Fig. 1: run 1, ports around the boundary
Drawn at 6 px/um. Pins as bars across the die edge, other pins in grey.
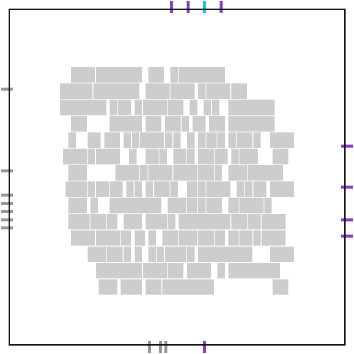
Fig. 2: run 1, clock distribution
Drawn at 8 px/um.
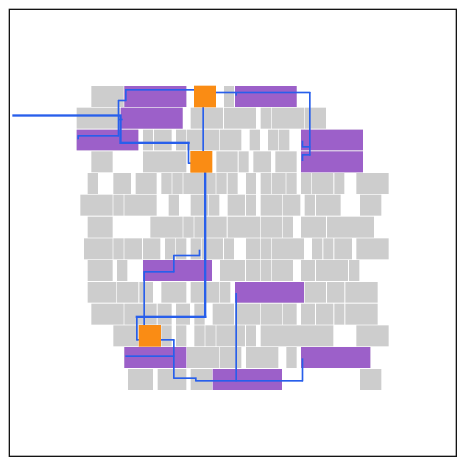
Fig. 3: run 1, selected gate families
Drawn at 6 px/um.
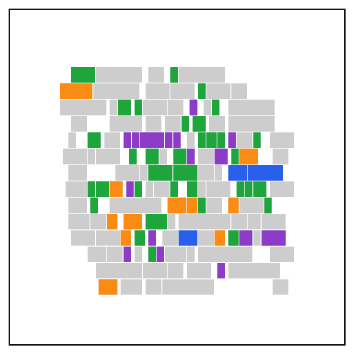
[config.mk]
export PLATFORM = sky130hd
export DESIGN_NAME = lockstep_pair_bank
export DESIGN_NICKNAME = d
export VERILOG_FILES = /design/src/rtl/lockstep_pair_bank.sv
export SDC_FILE = /design/constraint.sdc
export NUM_CORES = 1
export LEC_CHECK = 0
export ABC_AREA = 1
export CAP_MARGIN = 20
export CORE_MARGIN = 8
export CORE_UTILIZATION = 39
export CTS_CLUSTER_SIZE = 12
export DETAILED_ROUTE_END_ITERATION = 8
export PLACE_DENSITY = 0.76
export SETUP_SLACK_MARGIN = 0.2
export SLEW_MARGIN = 20
export SYNTH_ARGS = -nofsm -noshare
export SYNTH_HDL_FRONTEND = slang
export SYNTH_SLANG_ARGS = --single-unit
[constraint.sdc]
create_clock -name clk_i -period 1.1 [get_ports clk_i]
set_input_delay 0.22 -clock clk_i [delete_from_list [all_inputs] [get_ports clk_i]]
set_output_delay 0.22 -clock clk_i [all_outputs]
set_load 0.01 [all_outputs]
[src/rtl/lockstep_pair_bank.sv]
// Bank of cross-coupled x/y register pairs with load, fault injection and mismatch tracking.
// Latency: one cycle from load/en/inject to x/y; mismatch is combinational, sticky/count one cycle later.
// No backpressure: every input is accepted on every rising edge; reset overrides all controls.
module lockstep_pair_bank #(
    parameter int WIDTH     = 1,
    parameter int CHANNELS  = 1,
    parameter int MODE      = 0,
    parameter int ERR_CNT_W = 8
) (
    input  logic                        clk_i,
    input  logic                        rst_i,
    input  logic [CHANNELS-1:0]         en_i,
    input  logic [CHANNELS-1:0]         load_i,
    input  logic [CHANNELS*WIDTH-1:0]   load_val_i,
    input  logic [CHANNELS-1:0]         inject_i,
    input  logic                        clear_err_i,
    output logic [CHANNELS*WIDTH-1:0]   x_o,
    output logic [CHANNELS*WIDTH-1:0]   y_o,
    output logic [CHANNELS-1:0]         mismatch_o,
    output logic [CHANNELS-1:0]         err_sticky_o,
    output logic [ERR_CNT_W-1:0]        err_count_o
);

    logic [CHANNELS-1:0][WIDTH-1:0] x_q, x_d;
    logic [CHANNELS-1:0][WIDTH-1:0] y_q, y_d;
    logic [CHANNELS-1:0]            mismatch;
    logic [CHANNELS-1:0]            err_sticky_q, err_sticky_d;
    logic [ERR_CNT_W-1:0]           err_count_q, err_count_d;
    logic                           any_mismatch;

    // Update function shared by both halves of a pair; MODE 1 wraps modulo 2^WIDTH.
    function automatic logic [WIDTH-1:0] f_upd(input logic [WIDTH-1:0] v);
        if (MODE == 1) begin
            return v + WIDTH'(1'b1);
        end else begin
            return ~v;
        end
    endfunction

    // Per-channel next state: load beats en beats hold; inject only lands on an en update of y.
    always_comb begin
        x_d = x_q;
        y_d = y_q;
        for (int i = 0; i < CHANNELS; i++) begin
            if (load_i[i]) begin
                x_d[i] = load_val_i[i*WIDTH +: WIDTH];
                y_d[i] = load_val_i[i*WIDTH +: WIDTH];
            end else if (en_i[i]) begin
                x_d[i] = f_upd(y_q[i]);
                y_d[i] = f_upd(x_q[i]) ^ WIDTH'(inject_i[i]);
            end
        end
    end

    // Pair divergence is visible in the same cycle it exists in the registers.
    always_comb begin
        mismatch = '0;
        for (int i = 0; i < CHANNELS; i++) begin
            mismatch[i] = (x_q[i] != y_q[i]);
        end
    end

    assign any_mismatch = |mismatch;

    // Error bookkeeping: a clear still captures the current cycle's mismatch so nothing is lost.
    always_comb begin
        err_sticky_d = err_sticky_q | mismatch;
        err_count_d  = err_count_q;
        if (clear_err_i) begin
            err_sticky_d = mismatch;
            err_count_d  = ERR_CNT_W'(any_mismatch);
        end else if (any_mismatch && (err_count_q != {ERR_CNT_W{1'b1}})) begin
            err_count_d = err_count_q + ERR_CNT_W'(1'b1);
        end
    end

    // State registers with synchronous reset.
    always_ff @(posedge clk_i) begin
        if (rst_i) begin
            x_q          <= '0;
            y_q          <= '0;
            err_sticky_q <= '0;
            err_count_q  <= '0;
        end else begin
            x_q          <= x_d;
            y_q          <= y_d;
            err_sticky_q <= err_sticky_d;
            err_count_q  <= err_count_d;
        end
    end

    assign x_o          = x_q;
    assign y_o          = y_q;
    assign mismatch_o   = mismatch;
    assign err_sticky_o = err_sticky_q;
    assign err_count_o  = err_count_q;

`ifdef FORMAL
    logic [CHANNELS-1:0] clean_q;
    logic                past_valid = 1'b0;

    always_ff @(posedge clk_i) begin
        past_valid <= 1'b1;
    end

    // A pair is clean from reset/load until an inject is actually accepted.
    always_ff @(posedge clk_i) begin
        if (rst_i) begin
            clean_q <= '1;
        end else begin
            for (int i = 0; i < CHANNELS; i++) begin
                if (load_i[i]) begin
                    clean_q[i] <= 1'b1;
                end else if (en_i[i] && inject_i[i]) begin
                    clean_q[i] <= 1'b0;
                end
            end
        end
    end

    assume property (@(posedge clk_i) !past_valid |-> rst_i);

    for (genvar g = 0; g < CHANNELS; g++) begin : g_clean_chk
        assert property (@(posedge clk_i) (past_valid && clean_q[g]) |-> (x_q[g] == y_q[g]));
    end

    assert property (@(posedge clk_i)
        (past_valid && !rst_i && !clear_err_i) |=> (err_count_q >= $past(err_count_q)));
`endif

endmodule

==> impl_metrics.yaml, run 1 <==
# yosys + openroad results
status:
  status: "complete, but fails checks"
  failed_checks: "negative setup slack"
floorplan:
  rows: 14
  fp_util_pct: 41.3
  coreArea_um2: 1490
  ioPinCount: 19
  die-area_um2: 3100
pwr:
  switching_power_mw: 0.291
  leakage_nw: 0.544
  p_int_mw: 0.711
  pwr-share-seq_pct: 42.9
  p_total_mw: 1.00
  power.largest_group: "registers"
  ir_worst_vdd_mv: 0.674
  combPwrFrac_pct: 28.6
final_layout:
  combGateArea_um2: 408
  regArea_um2: 244
  inverters: 14
  diodes: 0
  n_all_buffers: 43
  syn_to_final_growth_pct: 88.8
  dominant_cells: "multi-input combinational cells"
  fillers: 100
  largest_reg_flops: 8
worst_setup_path:
  crit_start: "err_count_o[1]"
  critPathCapture: "err_count_o[0]"
  cp.arrival_ns: 1.39
  path_cells: "ha_4 > inv_2 > nor2_4 > buf_4 > nand3_2 > a21oi_2 > nor2_1"
  reg2reg_slack_ns: -0.11
  critPathSlowestCell: "dfxtp_4"
  cp_data_required_time_ns: 1.28
  rr_worst_depth: 7
  startpoint_type: "flop"
drt:
  drtIter0Drc: 16
  drt_pass1_iterations: 4
  wl_met1_um: 777
  drc_errors: 0
  post_drt_via_cell_ratio: 4.97
  routedWlPerCell_um: 12.8
  wl_mm: 1.98
  vias: 765
hold_path:
  holdPathEnd: "y_o"
  hp-class: "in -> reg"
  hold_path_depth: 3
synthesis:
  top_cell: "nand2_1"
  avgSynthCellArea_um2: 6.75
  synth-warning-count: 0
  synth-xor-area-share_pct: 4.28
  synth_area_leader_cell: "dfxtp_1"
  synth_area_um2: 614
  synthCells: 91
  compound_area_share_pct: 9.78
  fa_ha_area_share_pct: 2.04
  ys_chip_area_um2: 614
  ys_sh_simple_pct: 39.5
grt:
  antenna_found_initial: 0
  grt_use_met3_pct: 2.97
  grt.busiest_layer: "met2"
  grtUsageMet1_pct: 9.91
  grt-ovfl-total: 0
  grt_pass1_wl_mm: 2.81
run:
  maxCapViolations: 0
  warnings: 29
clock_tree:
  path_clk_slew_ns: 0.07
  htree_levels: 1
  postCtsSetupBuffers: 3
  cts_buffer_depth: 2
  numCtsBuffers: 3
  cts.repair.resized: 78
  cts_tree: "done"
timing:
  slew-limit-headroom_pct: 85.4
  hold_ws_ns: 0.394
  tightest_slew_ns: 0.217
  setup_viol: 11
  max_freq_mhz: 824
  tns_ns: -0.905
  rsz0062_at_grt: "yes"
  min_period_ns: 1.21
  setup_ws_ns: -0.114
  hold_viol: 0
place:
  place_ws_ns: -0.226
  post-place-cells: 139
-- Fig. 1 (at the start) --
Cyan shows mismatch_o, pins 1, direction output, edge top. Purple shows err_count_o, pins 8, direction output, edge 4 right, 3 top, 1 bottom.
All pins by edge: 7 left, 4 bottom, 4 right, 4 top.
Die Ht: 55.7 um
Die X: 55.7 um
I/O Buffers: 18

-- Fig. 2 (at the start) --
Purple shows flip-flops, count 11. Orange shows clock-net drivers, count 3. Blue shows clock wires, length 175 um.
There are 4 routed clock nets.
worst-skew pair later-pin latency: 0.28 ns
Clock Skew: 0.00470 ns
power share of the clock group: 28.5%
P_clk: 0.286 mW

-- Fig. 3 (at the start) --
Orange shows aoi and oai cells, cells 11, most used a21oi_2. Green shows nand cells, cells 34, most used nand2_1. Purple shows nor cells, cells 16, most used nor2_1, where centre. Blue shows xor and xnor cells, cells 3.
Finished Layout Cells: 154
combinational share of cell area: 35.2%

Fig. 4: run 1, clock routing
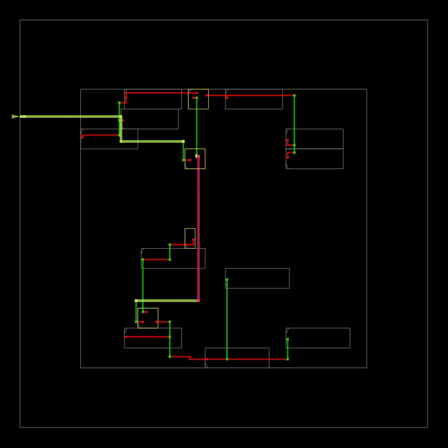

## Run 2: what changed since run 1
- CORE_ASPECT_RATIO: not set -> 1.2
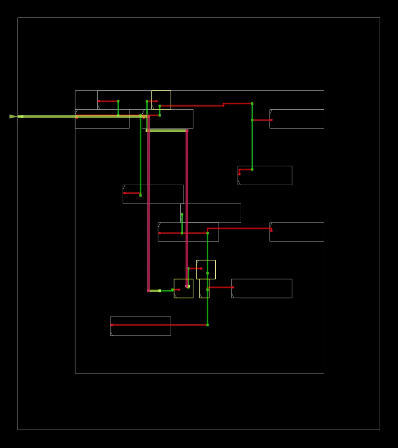
Fig. 5. Clock routing (run 2).
Seq cells: 11
clock sinks: 11
clkbuf count: 4
P_clk: 0.291 mW
CTS buffer count: 3

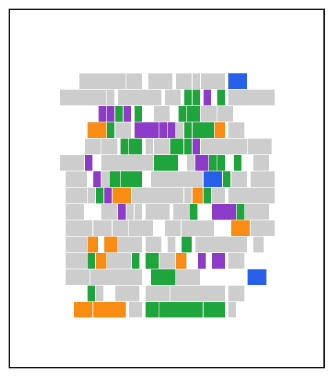
Fig. 6. Selected gate families (run 2).
Drawn at 6 px/um.
combinational share of cell area: 36.0%
Finished Layout Cells: 153

==> run 2 against run 1 <==
- critical path type unchanged
- clock-buffer cell count is the same
- die area grew 0.16%
- the run still ends with negative setup slack left
- highest routed layer unchanged
- sequential power is essentially flat
- combinational power is essentially flat
==> impl_metrics.yaml, run 2 <==
# yosys + openroad results
pwr:
  leakage_nw: 0.540
  p_int_mw: 0.708
  power.largest_group: "registers"
  combPwrFrac_pct: 28.4
  ir_worst_vdd_mv: 0.776
  pwr-share-seq_pct: 42.7
timing:
  fin_worst_skew_ns: 0.00353
  hold_ws_ns: 0.298
  setup_viol: 11
  tightest_slew_ns: 0.246
  min_period_ns: 1.25
  max_freq_mhz: 802
  slew-limit-headroom_pct: 83.6
  hold_viol: 0
  setup_ws_ns: -0.147
  rsz0062_at_grt: "yes"
  tns_ns: -0.771
final_layout:
  regArea_um2: 245
  combGateArea_um2: 414
  largest_reg_flops: 8
  inverters: 14
  fillers: 91
  syn_to_final_growth_pct: 87.2
  n_all_buffers: 41
  dominant_cells: "multi-input combinational cells"
  diodes: 0
grt:
  grtUsageMet1_pct: 13.1
  grt_use_met3_pct: 3.77
  antenna_found_initial: 0
  grt_pass1_wl_mm: 3.04
  grt-ovfl-total: 0
  grt.busiest_layer: "met2"
clock_tree:
  cts.repair.resized: 79
  postCtsSetupBuffers: 4
  cts_tree: "done"
  htree_levels: 1
  clkLatencyLatePin_ns: 0.28
  path_clk_slew_ns: 0.08
  cts_buffer_depth: 2
drt:
  wl_met1_um: 757
  vias: 741
  drt_pass1_iterations: 3
  routedWlPerCell_um: 12.8
  drc_errors: 0
  post_drt_via_cell_ratio: 4.84
  drtIter0Drc: 7
floorplan:
  rows: 15
  die_x_um: 52.2
  die-area_um2: 3110
  ioPinCount: 19
  coreArea_um2: 1460
status:
  failed_checks: "negative setup slack"
  status: "complete, but fails checks"
worst_setup_path:
  reg2reg_slack_ns: -0.15
  crit_start: "err_count_o[1]"
  cp.arrival_ns: 1.42
  startpoint_type: "flop"
  cp_data_required_time_ns: 1.27
  path_cells: "ha_4 > inv_2 > nor2_4 > nand2_4 > buf_4 > nand3_2 > nand2_1 > nand2_1 > nor2_1"
  critPathCapture: "err_count_o[5]"
  rr_worst_depth: 9
  crit-reg2reg-capture: "err_count_o[5]"
synthesis:
  avgSynthCellArea_um2: 6.75
  compound_area_share_pct: 9.78
  top_cell: "nand2_1"
  synth_area_um2: 614
  fa_ha_area_share_pct: 2.04
  ys_chip_area_um2: 614
  ys_sh_simple_pct: 39.5
  synth_area_leader_cell: "dfxtp_1"
  synth-warning-count: 0
place:
  io_buffer_count: 18
  post-place-cells: 139
  place_ws_ns: -0.202
hold_path:
  hold_path_depth: 3
  holdPathEnd: "y_o"
No activity file was given, so power comes from the tool's default toggle rates.
